`src/rtl/block_mem_arbiter_pkg.sv`:
```
// Shared defaults and FSM state type for the block-memory arbiter.
package block_mem_arbiter_pkg;
  localparam int ADDR_W_DEF     = 12;
  localparam int DEPTH_DEF      = 3072;
  localparam int DATA_W_DEF     = 8;
  localparam int FIFO_DEPTH_DEF = 4;

  typedef enum logic {
    IDLE  = 1'b0,
    CLEAR = 1'b1
  } arb_state_t;
endpackage

```
`src/rtl/block_mem_arbiter_write_fifo.sv`:
```
// Host write FIFO: power-of-two depth, registered not-full flag as ready.
module arb_write_fifo #(
  parameter int WIDTH = 20,
  parameter int DEPTH = 4
) (
  input  logic             clk,
  input  logic             rst,
  input  logic             push,
  input  logic [WIDTH-1:0] push_data,
  input  logic             pop,
  output logic [WIDTH-1:0] pop_data,
  output logic             empty,
  output logic             ready
);
  localparam int PTR_W = $clog2(DEPTH);
  localparam logic [PTR_W:0] CNT_FULL = (PTR_W+1)'(DEPTH);

  logic [WIDTH-1:0] store [DEPTH];
  logic [PTR_W-1:0] wr_ptr, rd_ptr;
  logic [PTR_W:0]   count, count_next;
  logic             do_push, do_pop;

  assign empty      = (count == '0);
  assign do_pop     = pop && !empty;
  assign do_push    = push && ((count != CNT_FULL) || do_pop);
  assign count_next = count + (PTR_W+1)'(do_push) - (PTR_W+1)'(do_pop);
  assign pop_data   = store[rd_ptr];

  always_ff @(posedge clk or posedge rst) begin
    if (rst) begin
      wr_ptr <= '0;
      rd_ptr <= '0;
      count  <= '0;
      ready  <= 1'b0;
    end else begin
      if (do_push) wr_ptr <= wr_ptr + PTR_W'(1);
      if (do_pop)  rd_ptr <= rd_ptr + PTR_W'(1);
      count <= count_next;
      ready <= (count_next != CNT_FULL);
    end
  end

  always_ff @(posedge clk) begin
    if (do_push) store[wr_ptr] <= push_data;
  end
endmodule

```
`src/rtl/block_mem_arbiter.sv`:
```
// Single-port block RAM arbiter: display reads > clear fill > host FIFO writes.
// Optional macro ARB_STARVE_GUARD_EN forces a FIFO write after 16 blocked cycles.
//   state | meaning
//   IDLE  | display reads and FIFO drain share the RAM
//   CLEAR | fill every entry with the latched colour, FIFO held
module block_mem_arbiter
  import block_mem_arbiter_pkg::*;
#(
  parameter int ADDR_W     = ADDR_W_DEF,
  parameter int DEPTH      = DEPTH_DEF,
  parameter int DATA_W     = DATA_W_DEF,
  parameter int FIFO_DEPTH = FIFO_DEPTH_DEF
) (
  input  logic              clk,
  input  logic              rst,
  input  logic              disp_req,
  input  logic [ADDR_W-1:0] disp_addr,
  output logic              disp_valid,
  output logic [DATA_W-1:0] disp_data,
  input  logic              host_valid,
  output logic              host_ready,
  input  logic [ADDR_W-1:0] host_addr,
  input  logic [DATA_W-1:0] host_data,
  input  logic              clear_start,
  input  logic [DATA_W-1:0] clear_color,
  output logic              clear_busy,
  output logic              mem_en,
  output logic              mem_we,
  output logic [ADDR_W-1:0] mem_addr,
  output logic [DATA_W-1:0] mem_wdata,
  input  logic [DATA_W-1:0] mem_rdata
);
  localparam int FW = ADDR_W + DATA_W;
  localparam logic [ADDR_W-1:0] LAST_ADDR = ADDR_W'(DEPTH - 1);

  arb_state_t        state;
  logic [ADDR_W-1:0] clr_addr, addr_hold, head_addr;
  logic [DATA_W-1:0] clr_color, wdata_hold, head_data;
  logic [FW-1:0]     fifo_head;
  logic              fifo_empty, fifo_push, force_fifo;
  logic              disp_grant, clear_grant, fifo_grant;
  logic              rd_pend, rd_dummy;

  // Out-of-range host writes are handshaken but never enter the FIFO.
  assign fifo_push = host_valid && host_ready &&
                     ({1'b0, host_addr} < (ADDR_W+1)'(DEPTH));
  assign {head_addr, head_data} = fifo_head;

  arb_write_fifo #(.WIDTH(FW), .DEPTH(FIFO_DEPTH)) u_fifo (
    .clk       (clk),
    .rst       (rst),
    .push      (fifo_push),
    .push_data ({host_addr, host_data}),
    .pop       (fifo_grant),
    .pop_data  (fifo_head),
    .empty     (fifo_empty),
    .ready     (host_ready)
  );

`ifdef ARB_STARVE_GUARD_EN
  localparam logic [4:0] GUARD_LIMIT = 5'd16;
  logic [4:0] starve_cnt;
  logic       blocked;

  assign force_fifo = (starve_cnt == GUARD_LIMIT);
  assign blocked    = (state == IDLE) && !fifo_empty && disp_req && !force_fifo;

  always_ff @(posedge clk or posedge rst) begin
    if (rst)                       starve_cnt <= '0;
    else if (force_fifo || !blocked) starve_cnt <= '0;
    else                           starve_cnt <= starve_cnt + 5'd1;
  end
`else
  assign force_fifo = 1'b0;
`endif

  assign fifo_grant  = !rst && (state == IDLE) && !fifo_empty && (!disp_req || force_fifo);
  assign disp_grant  = !rst && disp_req && !fifo_grant;
  assign clear_grant = !rst && (state == CLEAR) && !disp_req;

  // RAM controls are combinational so a read lands in the request cycle.
  always_comb begin
    mem_en    = disp_grant | clear_grant | fifo_grant;
    mem_we    = clear_grant | fifo_grant;
    mem_addr  = addr_hold;
    mem_wdata = wdata_hold;
    if (disp_grant) begin
      mem_addr = disp_addr;
    end else if (clear_grant) begin
      mem_addr  = clr_addr;
      mem_wdata = clr_color;
    end else if (fifo_grant) begin
      mem_addr  = head_addr;
      mem_wdata = head_data;
    end
  end

  always_ff @(posedge clk or posedge rst) begin
    if (rst) begin
      state      <= IDLE;
      clear_busy <= 1'b0;
      clr_addr   <= '0;
      clr_color  <= '0;
      addr_hold  <= '0;
      wdata_hold <= '0;
      rd_pend    <= 1'b0;
      rd_dummy   <= 1'b0;
      disp_valid <= 1'b0;
      disp_data  <= '0;
    end else begin
      addr_hold  <= mem_addr;
      wdata_hold <= mem_wdata;
      rd_pend    <= disp_req;
      rd_dummy   <= disp_req && fifo_grant;
      disp_valid <= rd_pend;
      // A read displaced by the guard repeats the previous pixel.
      if (rd_pend && !rd_dummy) disp_data <= mem_rdata;
      if (state == IDLE) begin
        if (clear_start) begin
          state      <= CLEAR;
          clear_busy <= 1'b1;
          clr_addr   <= '0;
          clr_color  <= clear_color;
        end
      end else if (clear_grant) begin
        if (clr_addr == LAST_ADDR) begin
          state      <= IDLE;
          clear_busy <= 1'b0;
        end else begin
          clr_addr <= clr_addr + ADDR_W'(1);
        end
      end
    end
  end
endmodule

```
`config.mk`:
```
export PLATFORM = sky130hd
export DESIGN_NAME = block_mem_arbiter
export DESIGN_NICKNAME = d
export VERILOG_FILES = /design/src/rtl/block_mem_arbiter_pkg.sv /design/src/rtl/block_mem_arbiter_write_fifo.sv /design/src/rtl/block_mem_arbiter.sv
export SDC_FILE = /design/constraint.sdc
export NUM_CORES = 1
export LEC_CHECK = 0
export ABC_AREA = 1
export CORE_UTILIZATION = 35
export CTS_CLUSTER_SIZE = 25
export DETAILED_ROUTE_END_ITERATION = 8
export SYNTH_ARGS = -nofsm -noshare
export SYNTH_HDL_FRONTEND = slang
export SYNTH_SLANG_ARGS = --single-unit
```
`constraint.sdc`:
```
create_clock -name clk -period 6.5 [get_ports clk]
set_input_delay 0.975 -clock clk [delete_from_list [all_inputs] [get_ports clk]]
set_output_delay 0.975 -clock clk [all_outputs]
set_load 0.03 [all_outputs]
```
Fig. 1: run 1, the metal 4 layer
Scale: 3 px per um.
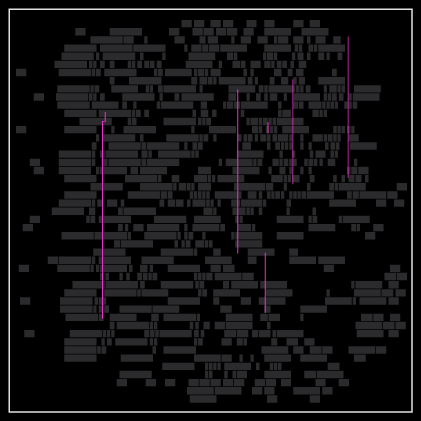
longest straight run: 65.7 um
share of all routed wire: 1.6%
main direction: vertical
wire length on this layer: 229 um
nets with wire on the layer: 4
drt total wl: 14200 um
via count: 4372

Fig. 2: run 1, layout detail
Region (90, 23) to (110, 43) um. Cells in gray, sequential cells in the stronger gray; small squares are vias.
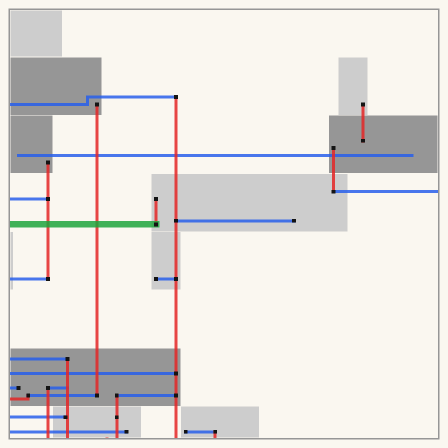
legend:
  M1:
    color: blue
  M2:
    color: red
  M3:
    color: green
sequential cells in the window: 2
cells with their middle in the window: 7
netlist names of flops here include: `clr_color` (1), `rd_dummy` (1)
most frequent: dfrtp_1 (2)

Fig. 3: run 1, routing congestion map
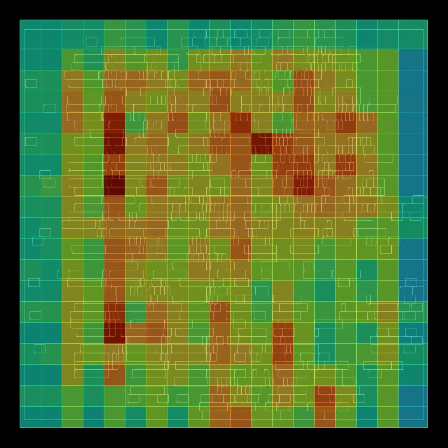
busiest layer in global routing: met2
met1 Usage GRT: 20.9%

==> impl_metrics.yaml, run 1 <==
# yosys + openroad results
run_status:
  status: "finished, final reports clean"
run:
  maxCapViolCount: 0
global_routing:
  grtUsageTotal_pct: 16.6
  overflow: 0
critical_path:
  worst_path_max_delay_cell: "clkdlybuf4s50_1"
cells_and_area:
  num-fill-cells: 1551
  final_util_pct: 45.7
  drive_above_1_share_pct: 9.79
  instances_no_fill: 894
  combGateArea_sq_um: 1870
  syn_to_final_growth_pct: 26.0
detailed_routing:
  drc_errors: 0
  dr.pass1.iters: 5
clock_network:
  cts_setup_buffers: 0
  cts_hold_buffers: 0
  cts_tree: "yes"
placed_design:
  placed_area_sq_um: 7130
logic_synthesis:
  compound_area_share_pct: 4.96
  ys_sh_xor_pct: 0.577
worst_hold_path:
  whs_path_depth: 0
==> run 1: critical path: cells and delay by family <==
kind	cells	cell delay (ns)
buffers and inverters	5	2.22
AND/OR/NAND/NOR	3	0.90
==> run 1: cell usage after synthesis <==
cell type / n
a21o_1: 1
a21oi_1: 4
buf_1: 2
buf_2: 8
buf_4: 2
buf_8: 1
clkbuf_1: 11
clkinv_1: 1
conb_1: 1
dfrtp_1: 61
edfxtp_1: 80
fa_1: 1
ha_1: 7
inv_1: 38
inv_2: 2
mux2_2: 16
nand2_1: 139
nand2_2: 2
nand2_4: 1
nand3_1: 43
nand3_2: 2
nand3b_1: 6
nand4_1: 14
nor2_1: 66
nor3_1: 2
nor3_2: 2
nor3b_1: 2
o211ai_1: 2
o21ai_0: 34
o21bai_1: 1
o22ai_1: 13
or2_2: 6
xnor2_1: 1
xor2_1: 3
==> run 1: routing by layer <==
layer | track usage, % | vias to the layer above | part of all wire (%)
met5 | 0 | - | 0
met3 | 3.65 | 17 | 4.7
met2 | 28.2 | 107 | 50
li1 | - | 2113 | -
met4 | 6.06 | 0 | 1.6
met1 | 20.9 | 2135 | 44
==> run 1: power by group <==
| part | total [W] | switching (W) | internal [W] |
|---|---|---|---|
| clock | 0.000859 | 0.000372 | 0.000487 |
| combinational | 0.000408 | 0.000249 | 0.000159 |
| sequential | 0.00113 | 0.0000525 | 0.00108 |
| total | 0.00240 | 0.000673 | 0.00173 |
==> run 1: registers in the layout (all words and copies together) (netlist names) <==
name and flops:
addr_hold 12, clear_busy 1, clr_addr 12, clr_color 8, disp_data 8, disp_valid 1, rd_dummy 1, rd_pend 1
state 1, u_fifo.count 3, u_fifo.rd_ptr 2, u_fifo.ready 1, u_fifo.store 80, u_fifo.wr_ptr 2, wdata_hold 8
==> run 2, diff against run 1 <==
==> constraint.sdc (replaced) <==
create_clock -name clk -period 4.6 [get_ports clk]
set_input_delay 0.69 -clock clk [delete_from_list [all_inputs] [get_ports clk]]
set_output_delay 0.69 -clock clk [all_outputs]
set_load 0.03 [all_outputs]
Fig. 4: run 2, layout detail
Region (90, 23) to (110, 43) um. Cells in gray, sequential cells in the stronger gray; small squares are vias.
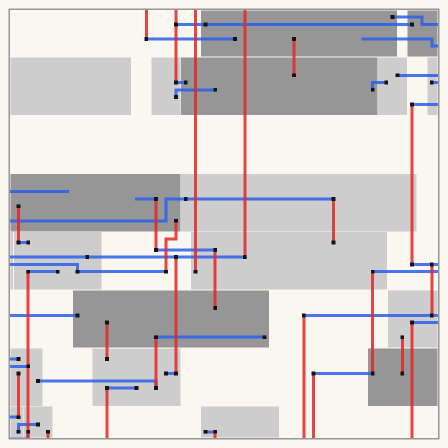
legend:
  M1:
    color: blue
  M2:
    color: red
cells with their middle in the window: 15
sequential cells in the window: 4
most frequent: dfrtp_1 (4), mux2_2 (3), bufinv_16 (2)
netlist names of flops here include: `clr_color` (2)

Fig. 5: run 2, routing congestion map
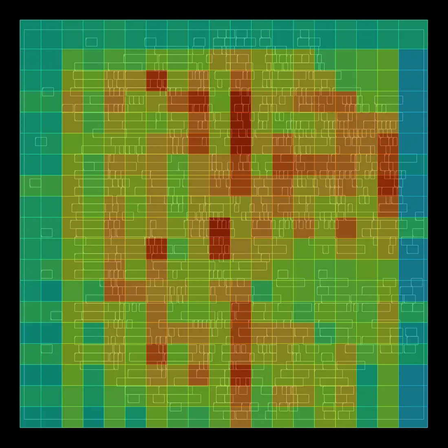
met2 usage: 26.9%
routing usage on met3: 4.07%
Global Route Usage Sum: 16.6%
average wire per standard cell: 15.5 um
met1 Usage GRT: 21.2%

==> run 2 against run 1 <==
Worst hold slack lost 0.0066 ns. Via count shrank 1.3%. Critical endpoint is now mem_addr[2]. Area after synthesis stayed put. Clock skew up 0.0016 ns. Critical path type is now reg -> out. Highest routed layer unchanged. Sequential power increased by 42%. Synthesized cell count did not move. Global-route usage hardly changed. Utilization is 0.20 points higher. Count of clock-buffer cells in the layout down 1.
==> impl_metrics.yaml, run 2 <==
# yosys + openroad results
run_status:
  status: "finished, final reports clean"
clock_network:
  cts_setup_buffers: 0
  cts_tree: "yes"
  cts_hold_buffers: 0
detailed_routing:
  vias: 4315
  dr.pass1.iters: 4
  drc_errors: 0
logic_synthesis:
  synth-async-reset-ratio_pct: 43.3
worst_hold_path:
  whs_path_depth: 0
power:
  pwr-share-seq_pct: 45.3
  pg_seq_w: 0.00160
  swShare_pct: 26.8
  power_leader: "sequential cells"
  power_switching_w: 0.000949
  pg_comb_w: 0.000568
  internal_power_w: 0.00260
cells_and_area:
  combGateArea_sq_um: 1870
  largest_register_ffs: 80
  largest-register: "u_fifo.store"
  top_regs: "u_fifo.store (80), addr_hold (12), clr_addr (12)"
  drive_above_1_share_pct: 13.5
  syn_to_final_growth_pct: 26.6
run:
  maxCapViolCount: 0
placed_design:
  placed_area_sq_um: 7090
Fig. 6: run 2, clock network drawn from the DEF
Scale: 2 px per um.
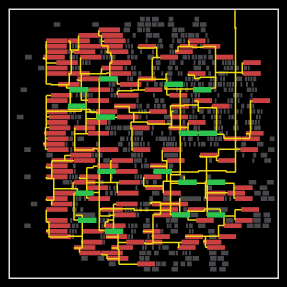
legend:
  flip-flops:
    color: red
    count: 141
  clock-net drivers:
    color: green
    count: 17
  clock wires:
    color: yellow
    length: 1670 um
flops lie: widely spread
P_clk: 0.00137 W
Clk pwr share: 38.7%
clock latency on the worst-skew pair: 0.41 ns
Clock Skew: 0.00603 ns

-- run 2: netlist changes by cell type in the layout (fill, tap and decap cells not counted), sizes merged --
cell / change
buf: +23
bufinv: +3
clkbuf: -1
clkdlybuf4s50: -21
clkinvlp: -1
inv: -1
-- run 2: worst max-delay path by stage --
| stage | start | endpoint | slack (ns) | cells after the start |
|---|---|---|---|---|
| 2_1_floorplan | rst | mem_wdata[0] | 1.22 | 7 |
| 3_3_place_gp | rst | mem_en | 1.15 | 5 |
| 3_5_place_dp | rst | u_fifo.ready | 1.12 | 14 |
| 4_1_cts | u_fifo.rd_ptr[1] | mem_addr[9] | 0.80 | 6 |
| 5_1_grt | u_fifo.rd_ptr[1] | mem_addr[0] | 0.66 | 7 |
| 6_report | u_fifo.rd_ptr[1] | mem_addr[2] | 0.88 | 7 |
-- run 2: metal layers --
metal	wire length [um]	global-route usage, %	vias up
met5	0	0	-
met4	240	6.94	0
met3	596	4.07	15
met2	6810	26.9	94
met1	6280	21.2	2090
li1	-	-	2116
-- run 2: cells by family after synthesis --
kind of cell	share of synthesized area (%)
AND-OR/OR-AND	4.96
multiplexers	2.97
buffers and inverters	4.49
XOR/XNOR	0.577
flip-flops	64.7
AND/OR/NAND/NOR	20.5
adder cells (fa/ha/maj)	1.77
other	0.0617
-- run 2: critical path, stage by stage (launching register included) --
cell and delay [ns]:
dfrtp_1 0.89, clkinv_1 0.83, nand3_1 0.35, nand3_1 0.14, nand3b_1 0.12, nand2_1 0.05
inv_1 0.07, buf_4 0.16
-- run 2: layout make-up --
type	instances	share of cell area, %
Sequential cell	141	51.1
Multi-Input combinational cell	369	24.4
Timing Repair Buffer	93	11.2
Clock buffer	18	5.58
Tap cell	220	3.58
Clock inverter	14	2.20
Inverter	41	2.00
Power and IR drop assume default switching activity.
